### Cell area per tile, run 1

Scale: 6 px per um. 7 x 7 tiles, from white (low) to dark blue (high), 0 to 100% covered.
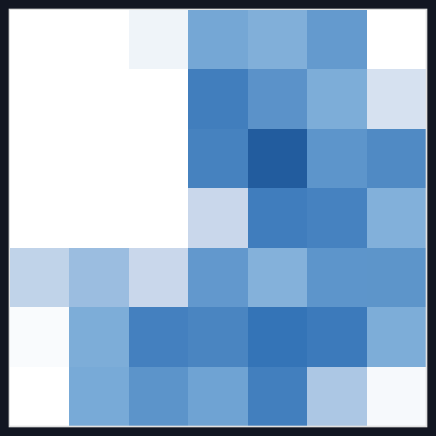
### Signal wires on met1, run 1

Scale: 4 px per um. Supply wires on this layer in gray.
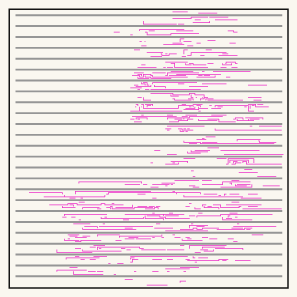
### Clock wiring as the flow saved it, run 1

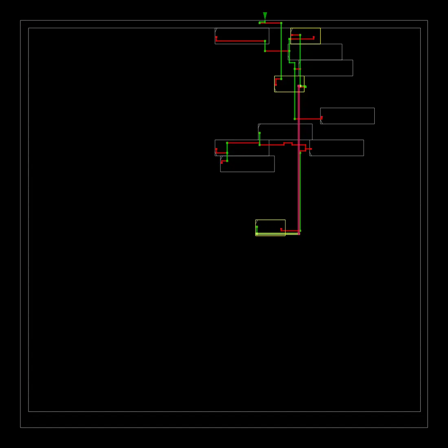
## config.mk

```make
export PLATFORM = sky130hd
export DESIGN_NAME = hazard_sched
export DESIGN_NICKNAME = d
export VERILOG_FILES = /design/src/rtl/pipeline_types_pkg.sv /design/src/rtl/hazard_sched_md_seq.sv /design/src/rtl/hazard_sched.sv
export SDC_FILE = /design/constraint.sdc
export NUM_CORES = 1
export LEC_CHECK = 0
export CAP_MARGIN = 0
export CORE_UTILIZATION = 25
export CTS_CLUSTER_DIAMETER = 150
export DETAILED_ROUTE_END_ITERATION = 10
export PLACE_DENSITY = 0.68
export SETUP_SLACK_MARGIN = 0.02
export SLEW_MARGIN = 20
export SYNTH_ARGS = -nofsm -noshare
export SYNTH_HDL_FRONTEND = slang
export SYNTH_SLANG_ARGS = --single-unit
```

## constraint.sdc

```tcl
create_clock -name clk -period 3.55 [get_ports clk]
set_input_delay 0.355 -clock clk [delete_from_list [all_inputs] [get_ports clk]]
set_output_delay 0.355 -clock clk [all_outputs]
set_load 0.02 [all_outputs]
```

## src/rtl/pipeline_types_pkg.sv

```systemverilog
// Shared types for the 5-stage pipeline hazard scheduler: forwarding selects,
// multiply/divide sequencer states and the load writeback encoding.
package pipeline_types_pkg;

  typedef enum logic [1:0] {
    FWD_RF  = 2'd0,
    FWD_WB  = 2'd1,
    FWD_MEM = 2'd2
  } fwd_sel_e;

  typedef enum logic [1:0] {
    IDLE = 2'd0,
    BUSY = 2'd1,
    DONE = 2'd2
  } md_state_e;

  localparam logic [1:0] DM2REG_LOAD = 2'b01;

  // A producer hits a reader only if it writes a real register (not $0) of the same index.
  function automatic logic reg_hit(input logic we, input logic [4:0] wa, input logic [4:0] ra);
    return we && (wa != 5'd0) && (wa == ra);
  endfunction

endpackage

```

## src/rtl/hazard_sched_md_seq.sv

```systemverilog
// Multiply/divide sequencer: tracks the HI/LO unit busy window with a
// down-counter and emits the one-cycle HI/LO commit pulse.
//
// state | meaning
// IDLE  | unit free, a non-stalled mult/div in ID is accepted
// BUSY  | operation in flight, counter runs down to 0
// DONE  | hilo_we asserted for one cycle, then back to IDLE
module md_seq
  import pipeline_types_pkg::*;
#(
  parameter int MUL_CYCLES = 4,
  parameter int DIV_CYCLES = 32,
  parameter int CNT_W      = 6
) (
  input  logic clk,
  input  logic rst_n,
  input  logic start,
  input  logic div,
  input  logic stall,
  output logic md_busy,
  output logic hilo_we
);

  localparam logic [1:0] ST_IDLE = IDLE;
  localparam logic [1:0] ST_BUSY = BUSY;
  localparam logic [1:0] ST_DONE = DONE;

  localparam logic [CNT_W-1:0] MUL_LOAD = CNT_W'(MUL_CYCLES - 1);
  localparam logic [CNT_W-1:0] DIV_LOAD = CNT_W'(DIV_CYCLES - 1);

  logic [1:0]       state;
  logic [CNT_W-1:0] cnt;

  always_ff @(posedge clk or negedge rst_n) begin
    if (!rst_n) begin
      state <= ST_IDLE;
      cnt   <= '0;
    end else begin
      case (state)
        ST_IDLE: begin
          if (start && !stall) begin
            state <= ST_BUSY;
            cnt   <= div ? DIV_LOAD : MUL_LOAD;
          end
        end
        ST_BUSY: begin
          if (cnt == '0) state <= ST_DONE;
          else           cnt   <= cnt - 1'b1;
        end
        ST_DONE: state <= ST_IDLE;
        default: state <= ST_IDLE;
      endcase
    end
  end

  assign md_busy = (state != ST_IDLE);
  assign hilo_we = (state == ST_DONE);

endmodule

```

## src/rtl/hazard_sched.sv

```systemverilog
// Hazard scheduler for the 5-stage MIPS core: forwarding selects, load-use,
// branch and HI/LO stalls, redirect flush. HAZARD_PERF_EN adds stall/flush counters.
module hazard_sched
  import pipeline_types_pkg::*;
#(
  parameter int MUL_CYCLES = 4,
  parameter int DIV_CYCLES = 32,
  parameter int CNT_W      = 6
) (
  input  logic       clk,
  input  logic       rst_n,
  input  logic [4:0] rs_id,
  input  logic [4:0] rt_id,
  input  logic       use_rs_id,
  input  logic       use_rt_id,
  input  logic       branch_id,
  input  logic       take_id,
  input  logic       hilo_rd_id,
  input  logic       md_start_id,
  input  logic       md_div_id,
  input  logic [4:0] rs_ex,
  input  logic [4:0] rt_ex,
  input  logic [4:0] rf_wa_ex,
  input  logic       we_reg_ex,
  input  logic [1:0] dm2reg_ex,
  input  logic [4:0] rf_wa_mem,
  input  logic       we_reg_mem,
  input  logic [1:0] dm2reg_mem,
  input  logic [4:0] rf_wa_wb,
  input  logic       we_reg_wb,
  output logic       stall_f,
  output logic       stall_d,
  output logic       flush_d,
  output logic       flush_e,
  output logic [1:0] fwd_a_e,
  output logic [1:0] fwd_b_e,
  output logic       fwd_a_d,
  output logic       fwd_b_d,
  output logic       md_busy,
  output logic       hilo_we
`ifdef HAZARD_PERF_EN
  ,
  output logic [31:0] stall_cnt,
  output logic [31:0] flush_cnt
`endif
);

  logic lu, bs, ms, stall;
  logic ex_load, mem_load;

  function automatic logic [1:0] fwd_e(input logic [4:0] src);
    if (reg_hit(we_reg_mem, rf_wa_mem, src))     return FWD_MEM;
    else if (reg_hit(we_reg_wb, rf_wa_wb, src))  return FWD_WB;
    else                                         return FWD_RF;
  endfunction

  always_comb begin
    fwd_a_e = fwd_e(rs_ex);
    fwd_b_e = fwd_e(rt_ex);
  end

  assign fwd_a_d = branch_id && reg_hit(we_reg_mem, rf_wa_mem, rs_id);
  assign fwd_b_d = branch_id && reg_hit(we_reg_mem, rf_wa_mem, rt_id);

  assign ex_load  = (dm2reg_ex == DM2REG_LOAD);
  assign mem_load = (dm2reg_mem == DM2REG_LOAD);

  assign lu = ex_load && ((use_rs_id && reg_hit(we_reg_ex, rf_wa_ex, rs_id)) ||
                          (use_rt_id && reg_hit(we_reg_ex, rf_wa_ex, rt_id)));

  // Branches compare in ID, so they wait on any EXE result and on loads still in MEM.
  assign bs = branch_id && (reg_hit(we_reg_ex, rf_wa_ex, rs_id)  ||
                            reg_hit(we_reg_ex, rf_wa_ex, rt_id)  ||
                            reg_hit(mem_load, rf_wa_mem, rs_id)  ||
                            reg_hit(mem_load, rf_wa_mem, rt_id));

  assign ms    = md_busy && (hilo_rd_id || md_start_id);
  assign stall = lu | bs | ms;

  assign stall_f = stall;
  assign stall_d = stall;
  assign flush_e = stall;
  assign flush_d = take_id && !stall;

  md_seq #(
    .MUL_CYCLES (MUL_CYCLES),
    .DIV_CYCLES (DIV_CYCLES),
    .CNT_W      (CNT_W)
  ) u_md_seq (
    .clk     (clk),
    .rst_n   (rst_n),
    .start   (md_start_id),
    .div     (md_div_id),
    .stall   (stall),
    .md_busy (md_busy),
    .hilo_we (hilo_we)
  );

`ifdef HAZARD_PERF_EN
  always_ff @(posedge clk or negedge rst_n) begin
    if (!rst_n) begin
      stall_cnt <= '0;
      flush_cnt <= '0;
    end else begin
      if (stall && (stall_cnt != '1))   stall_cnt <= stall_cnt + 1'b1;
      if (flush_d && (flush_cnt != '1)) flush_cnt <= flush_cnt + 1'b1;
    end
  end
`endif

endmodule

```

==> qor.yml, run 1 <==
dominantRegCellSynth: "dfrtp_1"
pwr_density_cell_mw_per_mm2: 416
post-route-util_pct: 41.8
vias_per_cell: 4.79
wl_per_cell_um: 12.6
initCoreUtil_pct: 26.0
track_usage_pct: 13.6
ff_latch_area_sq_um: 200
logic_area_sq_um: 875
arrival_ns: 2.83
die_h_um: 69.3
synthSimpleGateAreaFrac_pct: 29.0
critPathRequiredTime_ns: 3.19
cts_tree: "done"
rsz0062_at_grt: "no"
pin_count: 63
place_congestion: 0.768
routed_wl_mm: 3.12
clk_path_buf_depth: 2
min_path_type: "in2async"
post-synth-top-count-cell: "xor2_1"
vdd_drop_max_uv: 157
max_freq_mhz: 314
final_nets: 251
cts_resized: 0
drtIter0Drc: 51
first_pass_iters: 8
synth_area_sq_mm: 0.00113
ant_nets: 0
num-fill-cells: 438
path_class: "in2out"
htree_levels: 1
critPathMaxFanout: 5
ys_chip_area_sq_mm: 0.00113
synth.logic.top_family: "XOR/XNOR gates"
ys_sh_adder_pct: 2.21
die_area_sq_mm: 0.00480
vias: 1188
synth-edff-count: 0
ys_sh_xor_pct: 30.9
grt_max_degree: 9
setup_violations: 0
finalCriticalPeriod_ns: 3.18
cts_sinks: 8
grt_pass1_wl_mm: 5.41
grt_pass1_vias: 1182
yosys_warnings: 0
fin_skew_ns: 0.00178
drv_cap: 0
synth_cells: 139
antenna-diode-count: 0
hold_buffers: 0
ys_types: 39
drive_gt1_share_pct: 5.61
synth.largest_area_cell: "xor2_1"
ys.flops: 8
cts_root_buf: "clkbuf_8"
muxShareOfSynthArea_pct: 1.33
hpwl_mm: 2.61
core_sq_mm: 0.00435
startpoint_type: "primary input"
relSlewSlack_pct: 73.3
setup_tns_ns: 0
run_status: "complete, no violations"
synth_top_area_share_pct: 21.7
warning_count: 27
yosys-top-cells-area: "xor2_1 22%, dfrtp_1 18%, xnor2_1 9.3%, or4_1 4.0%, nor2_1 3.6%"
ys_top_cells_by_count: "28 x xor2_1, 12 x xnor2_1, 11 x nor2_1, 10 x nand2_1, 8 x dfrtp_1"
placed_area_sq_mm: 0.00178
synthArstFlopShare_pct: 100
fp_nets: 192
ys_seq_share_pct: 17.7
rows: 24
end_kind: "output pin"
placed_cells: 245
clk_pin_slew_worst_paths_ns: 0.04
hold_viol_final: 0
stdcell_count: 248
areaGrowthSynthToFinish_pct: 60.8
overflow: 0
post_cts_buffers: 0
remaining_drc_errors: 0
Notes on 'Cell area per tile' above:
emptiest ninth of the die	north-west
mean over tiles	37%
nearly empty tiles	27%
fullest tile	82%

Notes on 'Signal wires on met1' above:
main direction	horizontal
wire length on this layer	1410 um
nets with wire on the layer	216
share of all routed wire	45%
longest straight run	23.0 um

Notes on 'Clock wiring as the flow saved it' above:
Skew-Pair Late Insertion Delay: 0.23 ns
Flops: 8
TritonCTS Buffers: 3
Clock net power: 113 uW
# clk buffers: 3

run 1: where the power goes:
part	internal [mW]	switching (mW)	total, mW
Clock	0.0738	0.0395	0.113
Combinational	0.240	0.227	0.467
Sequential	0.136	0.0423	0.178
run 1: cell usage in the layout (no fill, tap or decap), types with 2 or more instances in the layout:
cell	n
a221o_1	2
o21a_1	2
a22oi_1	2
clkdlybuf4s50_1	62
xnor2_1	12
ha_1	2
nand2_1	10
or3_1	2
nor4_1	2
nor2b_1	3
o21ai_0	3
clkbuf_8	3
nor2_1	11
dfrtp_1	8
inv_1	5
nand3_1	3
xor2_1	28
or4_1	6
nor3_1	6
and3_1	4
nand4_1	3
a211oi_1	2
run 1: flip-flops by register name, indices dropped and copies added (netlist names):
name,cells
u_md_seq.state,2
u_md_seq.cnt,6
run 1: path summary, 6_finish.rpt:
check,from,slack (ns),cells past startpoint,endpoint
worst min-delay path,rst_n,0.40,1,u_md_seq.cnt[3]
worst max-delay path,rf_wa_mem[2],0.37,8,fwd_a_e[0]
max in group asynchronous,rst_n,2.89,1,u_md_seq.state[0]
min in group clk,u_md_seq.cnt[1],0.54,1,u_md_seq.cnt[1]
worst min register to register,u_md_seq.cnt[1],0.54,1,u_md_seq.cnt[1]
worst max register to register,u_md_seq.cnt[2],1.72,4,u_md_seq.cnt[5]
run 1: worst max-delay path, stage by stage:
cell and delay (ns):
clkdlybuf4s50_1 0.55, or4_1 0.55, nor2_1 0.14, nor2b_1 0.10
nand4_1 0.09, nor3_1 0.06, nor4_1 0.32, clkdlybuf4s50_1 0.66
run 1: metal layers:
metal  GRT usage (%)  part of all wire, %
met5               0                    0
met2            22.7                   48
met1            17.8                   45
met4            4.08                 0.80
met3            2.62                  5.9
run 1: kinds of logic (layout without fill, tap and decap cells):
logic type,count (synthesis),count (layout)
AND/OR/NAND/NOR,58,58
XOR/XNOR,40,40
AND-OR/OR-AND,17,17
buffers and inverters,13,70
flip-flops,8,8
adder cells (fa/ha/maj),2,2
multiplexers,1,1
run 1: layout make-up:
type                       instances  share of cell area (%)
multi-input combinational        118                    48.0
tap                               52                    3.57
clock buffer                       3                    2.27
timing repair buffer              62                    34.1
inverter                           5                    1.03
sequential                         8                    11.0
run 1: metrics by stage:
stage                     setup slack (ns)  hold slack (ns)  total power, mW
after global placement               0.391            0.528            0.639
final                                0.369            0.400            0.758
after floorplan                       1.04           0.0594            0.489
after detailed placement             0.353            0.527            0.646
after CTS                            0.355            0.417            0.760
after global routing                 0.220            0.432            0.823
--- run 2 (diff from run 1) ---
==> constraint.sdc (replaced) <==
create_clock -name clk -period 3.55 [get_ports clk]
set_input_delay 0.5325 -clock clk [delete_from_list [all_inputs] [get_ports clk]]
set_output_delay 0.5325 -clock clk [all_outputs]
set_load 0.02 [all_outputs]
==> run 2 against run 1 <==
The run now ends with DRC left; critical path type unchanged; largest power group unchanged; worst setup slack lost 0.20 ns; highest routed layer unchanged; sequential share of layout area shrank 0.30 points; synthesized cell count is the same; design area grew 2.8%; total power grew 0.76%; maximum frequency shrank 5.9%; register-to-register slack is essentially flat; sequential power is essentially flat.
==> qor.yml, run 2 <==
run_status: "finished, violations left"  # was complete, no violations
violations: "DRC"
vias: 1201  # was 1188
critPathRequiredTime_ns: 3.02  # was 3.19 ns
largestRegisters: "u_md_seq.cnt (6), u_md_seq.state (2)"  # unchanged
rsz0062_at_grt: "no"  # unchanged
synth.largest_area_cell: "xor2_1"  # unchanged
cts_sinks: 8  # unchanged
vdd_drop_max_uv: 175  # was 157 uV
cts_buffers: 3  # unchanged
areaGrowthSynthToFinish_pct: 65.3  # was 60.8%
synthArstFlopShare_pct: 100  # unchanged
busiest_layer: "met2"  # unchanged
grt_pass1_wl_mm: 5.57  # was 5.41 mm
grtUsageMet3_pct: 1.89  # was 2.62%
core_sq_mm: 0.00435  # unchanged
antenna_found_initial: 0  # unchanged
ys_cells: 139  # unchanged
initCoreUtil_pct: 26.0  # unchanged
pwr_density_cell_mw_per_mm2: 408  # was 416 mW/mm^2
num-fill-cells: 433  # was 438
critPathMaxFanout: 4  # was 5
port-buffer-count: 62  # unchanged
relSlewSlack_pct: 75.2  # was 73.3%
ys_types: 39  # unchanged
ys_chip_area_sq_mm: 0.00113  # unchanged
rows: 24  # unchanged
place_ws_ns: 0.106  # was 0.353 ns
layout_setup_ws_ns: 0.170  # was 0.369 ns
ys_seq_share_pct: 17.7  # unchanged
lay_top_count: "clkdlybuf4s50_1"  # unchanged
max_slew.worst_pin.slew_ns: 0.371  # was 0.400 ns
first_pass_iters: 7  # was 8
setup_tns_ns: 0  # unchanged
largest_reg_flops: 6  # unchanged
ant_nets: 0  # unchanged
placed_area_sq_mm: 0.00181  # was 0.00178 sq mm
vias_per_cell: 4.77  # was 4.79
max_freq_mhz: 296  # was 314 MHz
synth_top_area_share_pct: 21.7  # unchanged
drive_gt1_share_pct: 8.50  # was 5.61%
die_h_um: 69.3  # unchanged
clk_path_buf_depth: 2  # unchanged
design_area_sq_mm: 0.00187  # was 0.00182 sq mm
largest_register: "u_md_seq.cnt"  # unchanged
hold_viol_final: 0  # unchanged
finalCriticalPeriod_ns: 3.38  # was 3.18 ns
antenna-diode-count: 0  # unchanged
setup_violations: 0  # unchanged
post_cts_buffers: 0  # unchanged
maxSlewViolCount: 0  # unchanged
synth_area_sq_mm: 0.00113  # unchanged
grt_util_met1_pct: 17.8  # about the same
post-synth-top-count-cell: "xor2_1"  # unchanged
dominantRegCellSynth: "dfrtp_1"  # unchanged
remaining_drc_errors: 2  # was 0
power.leakage_nw: 0.776  # was 0.708 nW
drtIter0Drc: 53  # was 51
ys_top_cells_by_count: "28 x xor2_1, 12 x xnor2_1, 11 x nor2_1, 10 x nand2_1, 8 x dfrtp_1"  # unchanged
synth-edff-count: 0  # unchanged
mostFrequentLayoutCells: "58 x clkdlybuf4s50_1, 28 x xor2_1, 12 x xnor2_1, 11 x nor2_1, 10 x nand2_1"  # was 62 x clkdlybuf4s50_1, 28 x xor2_1, 12 x xnor2_1, 11 x nor2_1, 10 x nand2_1
ff_latch_area_sq_um: 200  # unchanged
yosys-top-cells-area: "xor2_1 22%, dfrtp_1 18%, xnor2_1 9.3%, or4_1 4.0%, nor2_1 3.6%"  # unchanged
arrival_ns: 2.85  # was 2.83 ns
ys.flops: 8  # unchanged
hpwl_mm: 2.71  # was 2.61 mm
startpoint_type: "primary input"  # unchanged
yosys_warnings: 0  # unchanged
min_path_type: "reg2reg"  # was in2async
post-route-util_pct: 43.0  # was 41.8%
die_x_um: 69.3  # unchanged
cts_tree: "done"  # unchanged
wl_per_cell_um: 13.1  # was 12.6 um
grt_max_degree: 9  # unchanged
end_kind: "output pin"  # unchanged
synth_cells: 139  # unchanged
cts_root_buf: "clkbuf_8"  # unchanged
path_class: "in2out"  # unchanged
clk_pin_slew_worst_paths_ns: 0.04  # about the same
fin_skew_ns: 0.00320  # was 0.00178 ns
fp_nets: 192  # unchanged
grt_pass1_vias: 1221  # was 1182
die_area_sq_mm: 0.00480  # unchanged
drv_cap: 0  # unchanged
clock_latency_ns: 0.23  # about the same
overflow: 0  # unchanged
htree_levels: 1  # unchanged
place_congestion: 0.827  # was 0.768
fin_crit_sh_pct: 95.2  # was 89.6%
globalRouteMet2Util_pct: 24.6  # was 22.7%
logic_area_sq_um: 886  # was 875 sq um
track_usage_pct: 13.9  # was 13.6%
avgSynthCellArea_sq_um: 8.15  # unchanged
final_nets: 255  # was 251
pin_count: 63  # unchanged
warning_count: 27  # unchanged
routed_wl_mm: 3.30  # was 3.12 mm
-- run 2: cell counts after synthesis --
Identical to the previous run, type by type.
-- run 2: cell type report --
cell class,instances,area share [%]
Timing Repair Buffer,66,35.3
Multi-Input combinational cell,118,47.3
Inverter,5,1.00
Tap cell,52,3.48
Sequential cell,8,10.7
Clock buffer,3,2.21
-- run 2: where the power goes --
group          switching [mW]  internal, mW  total (mW)  leakage, nW
sequential             0.0429         0.136       0.178       0.0953
combinational           0.235         0.240       0.475        0.659
clock                  0.0365        0.0735       0.110       0.0216
total                   0.314         0.449       0.764        0.776
-- run 2: metal layers --
metal | part of all wire, % | up-vias
met5 | 0 | -
met4 | 1.1 | 0
met3 | 5.9 | 6
met2 | 48 | 49
met1 | 45 | 536
li1 | - | 610
-- run 2: what timing repair did --
| item | 4_1_cts | 5_1_grt |
|---|---|---|
| resized | 0 | 6 |
| hold buffers | 0 | 0 |
| setup endpoints to repair | 0 | 5 |
-- run 2: worst max-delay path, cell delays in order --
cell             delay (ns)
clkdlybuf4s50_1        0.42
or4_1                  0.53
nor2_1                 0.14
nor2b_1                0.10
nand4_1                0.09
nor3_1                 0.06
nor4_1                 0.31
clkdlybuf4s50_1        0.66
-- run 2: logic make-up after synthesis --
group                    Yosys count  share of synthesized area, %
AND/OR/NAND/NOR                   58                          29.0
adder cells (fa/ha/maj)            2                          2.21
AND-OR/OR-AND                     17                          13.8
multiplexers                       1                          1.33
buffers and inverters             13                          5.08
flip-flops                         8                          17.7
XOR/XNOR                          40                          30.9
-- run 2: per-stage QoR --
step	power [mW]	instances	hold WS, ns
after detailed placement	0.647	249	0.522
after global placement	0.644	249	0.514
final	0.764	252	0.543
after global routing	0.824	252	0.553
after floorplan	0.489	139	0.237
after CTS	0.764	252	0.537
-- run 2: worst paths after layout --
kind                                  from              end  slack (ns)  depth (start not counted)
min in group asynchronous            rst_n  u_md_seq.cnt[1]        0.58                          1
setup reg to reg           u_md_seq.cnt[0]  u_md_seq.cnt[5]        1.73                          4
setup / recovery              rf_wa_mem[1]       fwd_a_e[0]        0.17                          8
hold reg to reg            u_md_seq.cnt[5]  u_md_seq.cnt[5]        0.54                          2
hold / removal             u_md_seq.cnt[5]  u_md_seq.cnt[5]        0.54                          2
max in group asynchronous            rst_n  u_md_seq.cnt[2]        2.71                          1
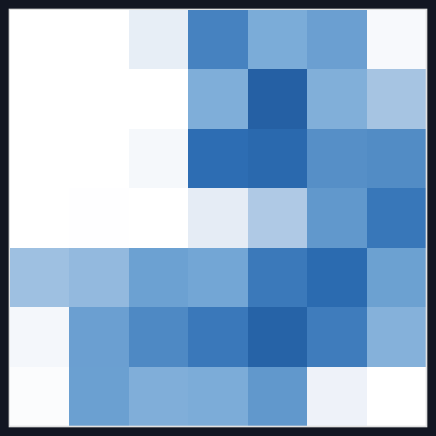
*Cell area per tile, run 2*
Scale: 6 px per um. 7 x 7 tiles, from white (low) to dark blue (high), 0 to 100% covered.
nearly empty tiles	25%
emptiest ninth of the die	north-west
tiles over 75% full	10%
mean over tiles	38%
fullest tile	81%

Power and IR drop assume default switching activity.
